## config.mk

```make
export PLATFORM = sky130hd
export DESIGN_NAME = cfg_bitstream_router
export DESIGN_NICKNAME = d
export VERILOG_FILES = /design/src/rtl/cfg_bitstream_router.sv
export SDC_FILE = /design/constraint.sdc
export NUM_CORES = 1
export LEC_CHECK = 0
export CORE_MARGIN = 2
export CORE_UTILIZATION = 40
export DETAILED_ROUTE_END_ITERATION = 7
export GPL_ROUTABILITY_DRIVEN = 0
export HOLD_SLACK_MARGIN = 0.1
export PLACE_DENSITY = 0.61
export SYNTH_ARGS = -nofsm -noshare
export SYNTH_HDL_FRONTEND = slang
export SYNTH_SLANG_ARGS = --single-unit
```

## constraint.sdc

```tcl
create_clock -name clk -period 2.5 [get_ports clk]
set_clock_uncertainty 0.1 [all_clocks]
set_input_delay 0.5 -clock clk [delete_from_list [all_inputs] [get_ports clk]]
set_output_delay 0.5 -clock clk [all_outputs]
set_load 0.05 [all_outputs]
```

## src/rtl/cfg_bitstream_router.sv

```systemverilog
`default_nettype none
// ============================================================================
// Module   : cfg_bitstream_router
// Purpose  : Parses framed configuration bytes (IDX, LEN_LO, LEN_HI, payload)
//            and serialises each payload LSB-first to the selected CLB port.
// Revision : 1.0 - initial release
// ============================================================================
module cfg_bitstream_router #(
    parameter int NUM_CLBS = 4,
    parameter int LEN_W    = 16
) (
    input  logic                clk,
    input  logic                rst_n,
    input  logic                in_tvalid,
    output logic                in_tready,
    input  logic [7:0]          in_tdata,
    input  logic                in_tlast,
    output logic [NUM_CLBS-1:0] clb_cfg,
    output logic [NUM_CLBS-1:0] clb_tvalid,
    input  logic [NUM_CLBS-1:0] clb_tready,
    output logic                clb_tdata,
    output logic                clb_tlast,
    output logic                busy,
    output logic                err
);

    typedef enum logic [2:0] {
        S_IDX     = 3'd0,
        S_LEN_LO  = 3'd1,
        S_LEN_HI  = 3'd2,
        S_CFG     = 3'd3,
        S_LOAD    = 3'd4,
        S_SHIFT   = 3'd5,
        S_DISCARD = 3'd6
    } state_t;

    localparam logic [8:0] C_NUM_CLBS = 9'(NUM_CLBS);

    state_t             r_state;
    state_t             w_state_nxt;
    logic [7:0]         r_idx;
    logic [7:0]         r_len_lo;
    logic [7:0]         r_shreg;
    logic [LEN_W-1:0]   r_remaining;
    logic [2:0]         r_bitcnt;
    logic               r_err;
    logic               r_abort;
    logic               r_started;
    logic [NUM_CLBS-1:0] w_sel;
    logic [15:0]        w_len;
    logic               w_in_fire;
    logic               w_out_fire;
    logic               w_err_set;
    logic               w_last_bit;
    logic               w_early_last;

    for (genvar gi = 0; gi < NUM_CLBS; gi++) begin : g_sel
        assign w_sel[gi] = (r_idx == 8'(gi));
    end

    // in_tready stays low until the first clock after reset release
    assign in_tready = r_started &&
                       (r_state == S_IDX || r_state == S_LEN_LO || r_state == S_LEN_HI ||
                        r_state == S_LOAD || r_state == S_DISCARD);

    assign w_in_fire    = in_tvalid & in_tready;
    assign w_out_fire   = (r_state == S_SHIFT) && ((clb_tready & w_sel) != '0);
    assign w_len        = {in_tdata, r_len_lo};
    assign w_last_bit   = (r_remaining == LEN_W'(1));
    // A payload byte carrying in_tlast that does not hold the final bit
    assign w_early_last = in_tlast && (r_remaining > LEN_W'(8));

    assign clb_cfg    = (r_state == S_CFG)   ? w_sel : '0;
    assign clb_tvalid = (r_state == S_SHIFT) ? w_sel : '0;
    assign clb_tdata  = (r_state == S_SHIFT) && r_shreg[0];
    assign clb_tlast  = (r_state == S_SHIFT) && w_last_bit;
    assign busy       = (r_state != S_IDX);
    assign err        = r_err;

    always_comb begin
        w_state_nxt = r_state;
        w_err_set   = 1'b0;
        case (r_state)
            S_IDX: begin
                if (w_in_fire) begin
                    if (in_tlast) begin
                        w_err_set   = 1'b1;
                        w_state_nxt = S_IDX;
                    end else if ({1'b0, in_tdata} >= C_NUM_CLBS) begin
                        w_err_set   = 1'b1;
                        w_state_nxt = S_DISCARD;
                    end else begin
                        w_state_nxt = S_LEN_LO;
                    end
                end
            end
            S_LEN_LO: begin
                if (w_in_fire) begin
                    if (in_tlast) begin
                        w_err_set   = 1'b1;
                        w_state_nxt = S_IDX;
                    end else begin
                        w_state_nxt = S_LEN_HI;
                    end
                end
            end
            S_LEN_HI: begin
                if (w_in_fire) begin
                    if (in_tlast) begin
                        w_err_set   = 1'b1;
                        w_state_nxt = S_IDX;
                    end else if (w_len == 16'd0) begin
                        w_err_set   = 1'b1;
                        w_state_nxt = S_DISCARD;
                    end else begin
                        w_state_nxt = S_CFG;
                    end
                end
            end
            S_CFG: w_state_nxt = S_LOAD;
            S_LOAD: begin
                if (w_in_fire) begin
                    w_err_set   = w_early_last;
                    w_state_nxt = S_SHIFT;
                end
            end
            S_SHIFT: begin
                if (w_out_fire) begin
                    if (w_last_bit) begin
                        w_state_nxt = S_IDX;
                    end else if (r_bitcnt == 3'd7) begin
                        // An aborted frame still drains the byte already loaded
                        w_state_nxt = r_abort ? S_IDX : S_LOAD;
                    end
                end
            end
            S_DISCARD: begin
                if (w_in_fire && in_tlast) begin
                    w_state_nxt = S_IDX;
                end
            end
            default: w_state_nxt = S_IDX;
        endcase
    end

    always_ff @(posedge clk or negedge rst_n) begin
        if (!rst_n) begin
            r_state     <= S_IDX;
            r_idx       <= '0;
            r_len_lo    <= '0;
            r_shreg     <= '0;
            r_remaining <= '0;
            r_bitcnt    <= '0;
            r_err       <= 1'b0;
            r_abort     <= 1'b0;
            r_started   <= 1'b0;
        end else begin
            r_state   <= w_state_nxt;
            r_started <= 1'b1;
            if (w_err_set) begin
                r_err <= 1'b1;
            end
            case (r_state)
                S_IDX: begin
                    if (w_in_fire) r_idx <= in_tdata;
                end
                S_LEN_LO: begin
                    if (w_in_fire) r_len_lo <= in_tdata;
                end
                S_LEN_HI: begin
                    if (w_in_fire) r_remaining <= LEN_W'(w_len);
                end
                S_LOAD: begin
                    if (w_in_fire) begin
                        r_shreg  <= in_tdata;
                        r_bitcnt <= '0;
                        r_abort  <= w_early_last;
                    end
                end
                S_SHIFT: begin
                    if (w_out_fire) begin
                        r_shreg     <= r_shreg >> 1;
                        r_remaining <= r_remaining - LEN_W'(1);
                        r_bitcnt    <= r_bitcnt + 3'd1;
                    end
                end
                default: ;
            endcase
        end
    end

endmodule
`default_nettype wire

```

m3.png
(6 px per um)
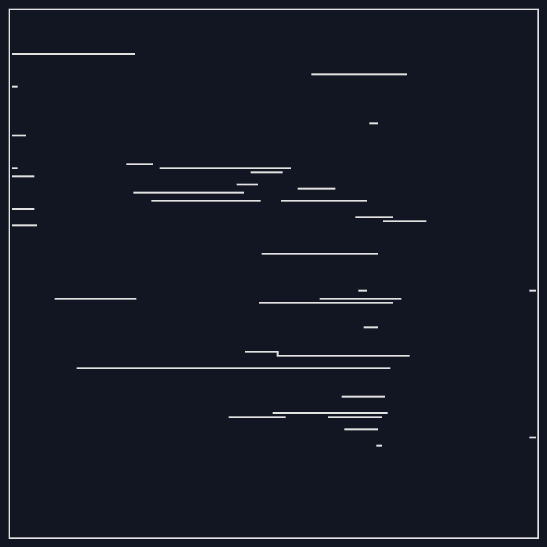
The longest straight run is 52.0 um. 27 nets have wire on it.

==> impl_metrics.py <==
# Flow results
metrics = {
    "status": {
        "status": "finished, final reports clean",
    },
    "grt": {
        "grt_usage": 0.202,
        "grt_antenna_before_repair": 0,
        "grt_pass1_vias": 2307,
        "grt_start_max_net_pins": 50,
        "grt_pass1_wl_um": 12100,
        "overflow": 0,
    },
    "synthesis": {
        "yosysMostFrequentCell": "dfrtp_1",
        "yosys.area_share.xor_xnor": 0,
        "adder_share": 0.0222,
        "synth_top_flop_cell": "dfrtp_1",
        "ys_cells": 300,
        "async_reset_ff_frac": 1.00,
        "ys_area_um2": 2820,
        "synthTopCellsByCount": "dfrtp_1 (49), nand2_1 (32), o21ai_0 (32)",
        "syn_avg_cell_area_um2": 9.39,
        "numSynthFlops": 49,
        "syn_inst": 300,
        "ys_types": 53,
        "synth_top_cell_by_area": "dfrtp_1",
        "compound_area_frac": 0.186,
        "synthTopCellsByArea": "dfrtp_1 (44%), mux2_2 (6.8%), o21ai_0 (5.7%)",
        "top_cell_area_share": 0.435,
        "postSynthSeqShare": 0.435,
        "ys_top_logic_family": "simple AND/OR/NAND/NOR gates",
        "ys_sh_simple": 0.223,
        "yosysWarnings": 0,
        "synth_nets": 321,
        "ys_sh_mux": 0.101,
        "edf_count": 0,
        "syn_area_um2": 2820,
    },
    "worst_setup_path": {
        "endpoint_kind": "primary output",
        "crit_required_ps": 1900,
        "crit_path_max_fanout": 4,
        "critPathKind": "flop to primary output",
        "path_cells": "nor4_4, buf_4, nand4_1, nor2_1, buf_12",
        "worstPathArrival_ps": 1830,
        "cpLargestDelayFamily": "simple AND/OR/NAND/NOR gates",
        "slowest_stage": "dfrtp_1",
        "critical-path-max-stage-delay_ps": 420,
        "cp_num_buf_inv": 2,
        "cp-start-kind": "flop",
    },
    "pwr": {
        "power_density_nw_per_um2": 1070,
        "maxPowerGroup": "combinational cells",
        "powerClk_uw": 520,
        "clockPowerShare": 0.135,
        "power_frac_seq": 0.408,
        "power_switching_mw": 1.65,
        "internal-power_mw": 2.19,
        "power_frac_comb": 0.457,
        "power_leakage_nw": 1.44,
        "sw_frac_of_total": 0.429,
        "seq-power_mw": 1.57,
        "peakVddDrop_uv": 540,
        "pg_comb_mw": 1.76,
    },
    "detailed_routing": {
        "routedWlPerCell_um": 16.2,
        "drt_iter0_drc": 129,
        "drc_errors": 0,
        "first_pass_iters": 4,
        "route.vias.total": 2409,
        "via_per_inst": 5.49,
        "ant_nets": 0,
        "routed_wl_um": 7130,
    },
    "layout": {
        "area_growth_pct": 26.9,
        "drive_gt1_frac": 0.230,
        "nNetsFinal": 363,
        "diodes": 0,
        "largest_register_ffs": 16,
        "fillers": 632,
        "final_cells": 439,
        "regMostFlops": "r_remaining",
        "final_util": 0.526,
    },
    "cts": {
        "cts_buffer_depth": 2,
        "root_buffer": "clkbuf_8",
        "postCtsHoldBufs": 0,
        "cts_resized": 3,
        "cts-buffers-inserted": 5,
        "clk_pin_slew_ps": 100,
        "cts_tree": "done",
        "cts_htree_levels": 2,
        "post_cts_buffers": 0,
        "worstSkewPairLatency_ps": 310,
        "numClockSinks": 49,
    },
    "run": {
        "warnings": 30,
        "drv_cap": 0,
    },
    "die": {
        "die_w_um": 87.9,
        "die_h_um": 87.9,
        "dieArea_um2": 7730,
        "io_pins": 29,
        "rows": 30,
        "core-area_um2": 6790,
        "floorplanUtilization": 0.415,
    },
    "timing": {
        "maxSlewViolCount": 0,
        "relSlewSlack": 0.569,
        "totalNegativeSetupSlack_ps": 0,
        "whs_ps": 186,
        "period_used_share": 0.973,
        "hold_violations": 0,
        "setup-violations-final": 0,
        "worst_pin_slew_ps": 646,
        "rsz0062_at_grt": "yes",
        "max_freq_mhz": 411,
        "fin_crit_ps": 2430,
    },
    "placement": {
        "hpwl_um": 5220,
        "port-buffer-count": 28,
        "place_inst": 430,
    },
    "hold_path": {
        "min_path_type": "input port to asynchronous set/reset pin",
    },
}
clock_wires.png
(6 px per um)
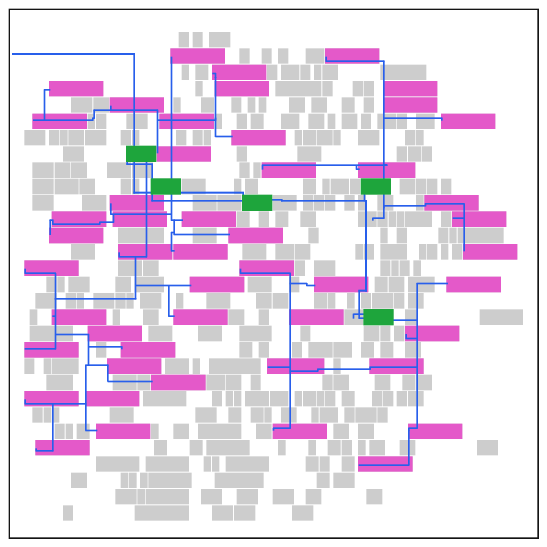
Key: clock-net drivers = green [count 5]; flip-flops = magenta [count 49]; clock wires = blue [length 635 um]
There are 6 routed clock nets.

[stage by stage]
| stage | instance area [um2] | power (mW) | setup WS (ps) |
|---|---|---|---|
| finish | 3570 | 3.84 | 67.6 |
| global route | 3570 | 4.16 | -56.0 |
| CTS | 3540 | 3.81 | -0.000222 |
| detailed placement | 3420 | 3.26 | -98.5 |
| global placement | 3420 | 3.22 | -59.6 |
| floorplan | 2830 | 2.70 | -48.0 |
[worst paths after layout]
path	start	to	slack [ps]	depth (start not counted)
hold reg to reg	r_shreg[1]	r_shreg[1]	390	2
setup / recovery	r_idx[4]	clb_cfg[1]	70	5
hold / removal	rst_n	r_bitcnt[0]	190	2
setup reg to reg	r_idx[0]	r_remaining[7]	310	5
max in group asynchronous	rst_n	r_remaining[4]	1630	2
min in group clk	r_shreg[1]	r_shreg[1]	390	2
[layout make-up]
type                    count  area, um2  share of cell area
multi-input cells         231       1550               0.433
repair buffers             51        561               0.157
inverters                   4       15.0             0.00420
well taps                  96        120              0.0336
flip-flops and latches     49       1230               0.344
clock buffers               6       82.6              0.0231
clock inverters             2       17.5             0.00490
[layer usage]
metal	wire length (um)	global-route usage	vias up	part of all wire
met3	356	0.0415	9	0.050
met4	79	0.0420	0	0.011
li1	-	-	1187	-
met5	0	0	-	0
met2	3270	0.305	60	0.46
met1	3430	0.301	1153	0.48
[cells in the final DEF, fill, tap and decap left out, types with 5 or more instances in the layout]
cell,Yosys,layout
dfrtp_1,49,47
o21ai_0,32,32
nand2_1,32,32
buf_4,1,24
nor2_1,24,23
a21oi_1,23,23
mux2_2,17,17
clkdlybuf4s50_1,0,15
nand3_1,11,11
buf_12,0,10
mux2i_1,7,7
nor3_1,8,6
clkbuf_8,0,6
nand2b_1,5,5
ha_1,5,5
Power and IR drop assume default switching activity.
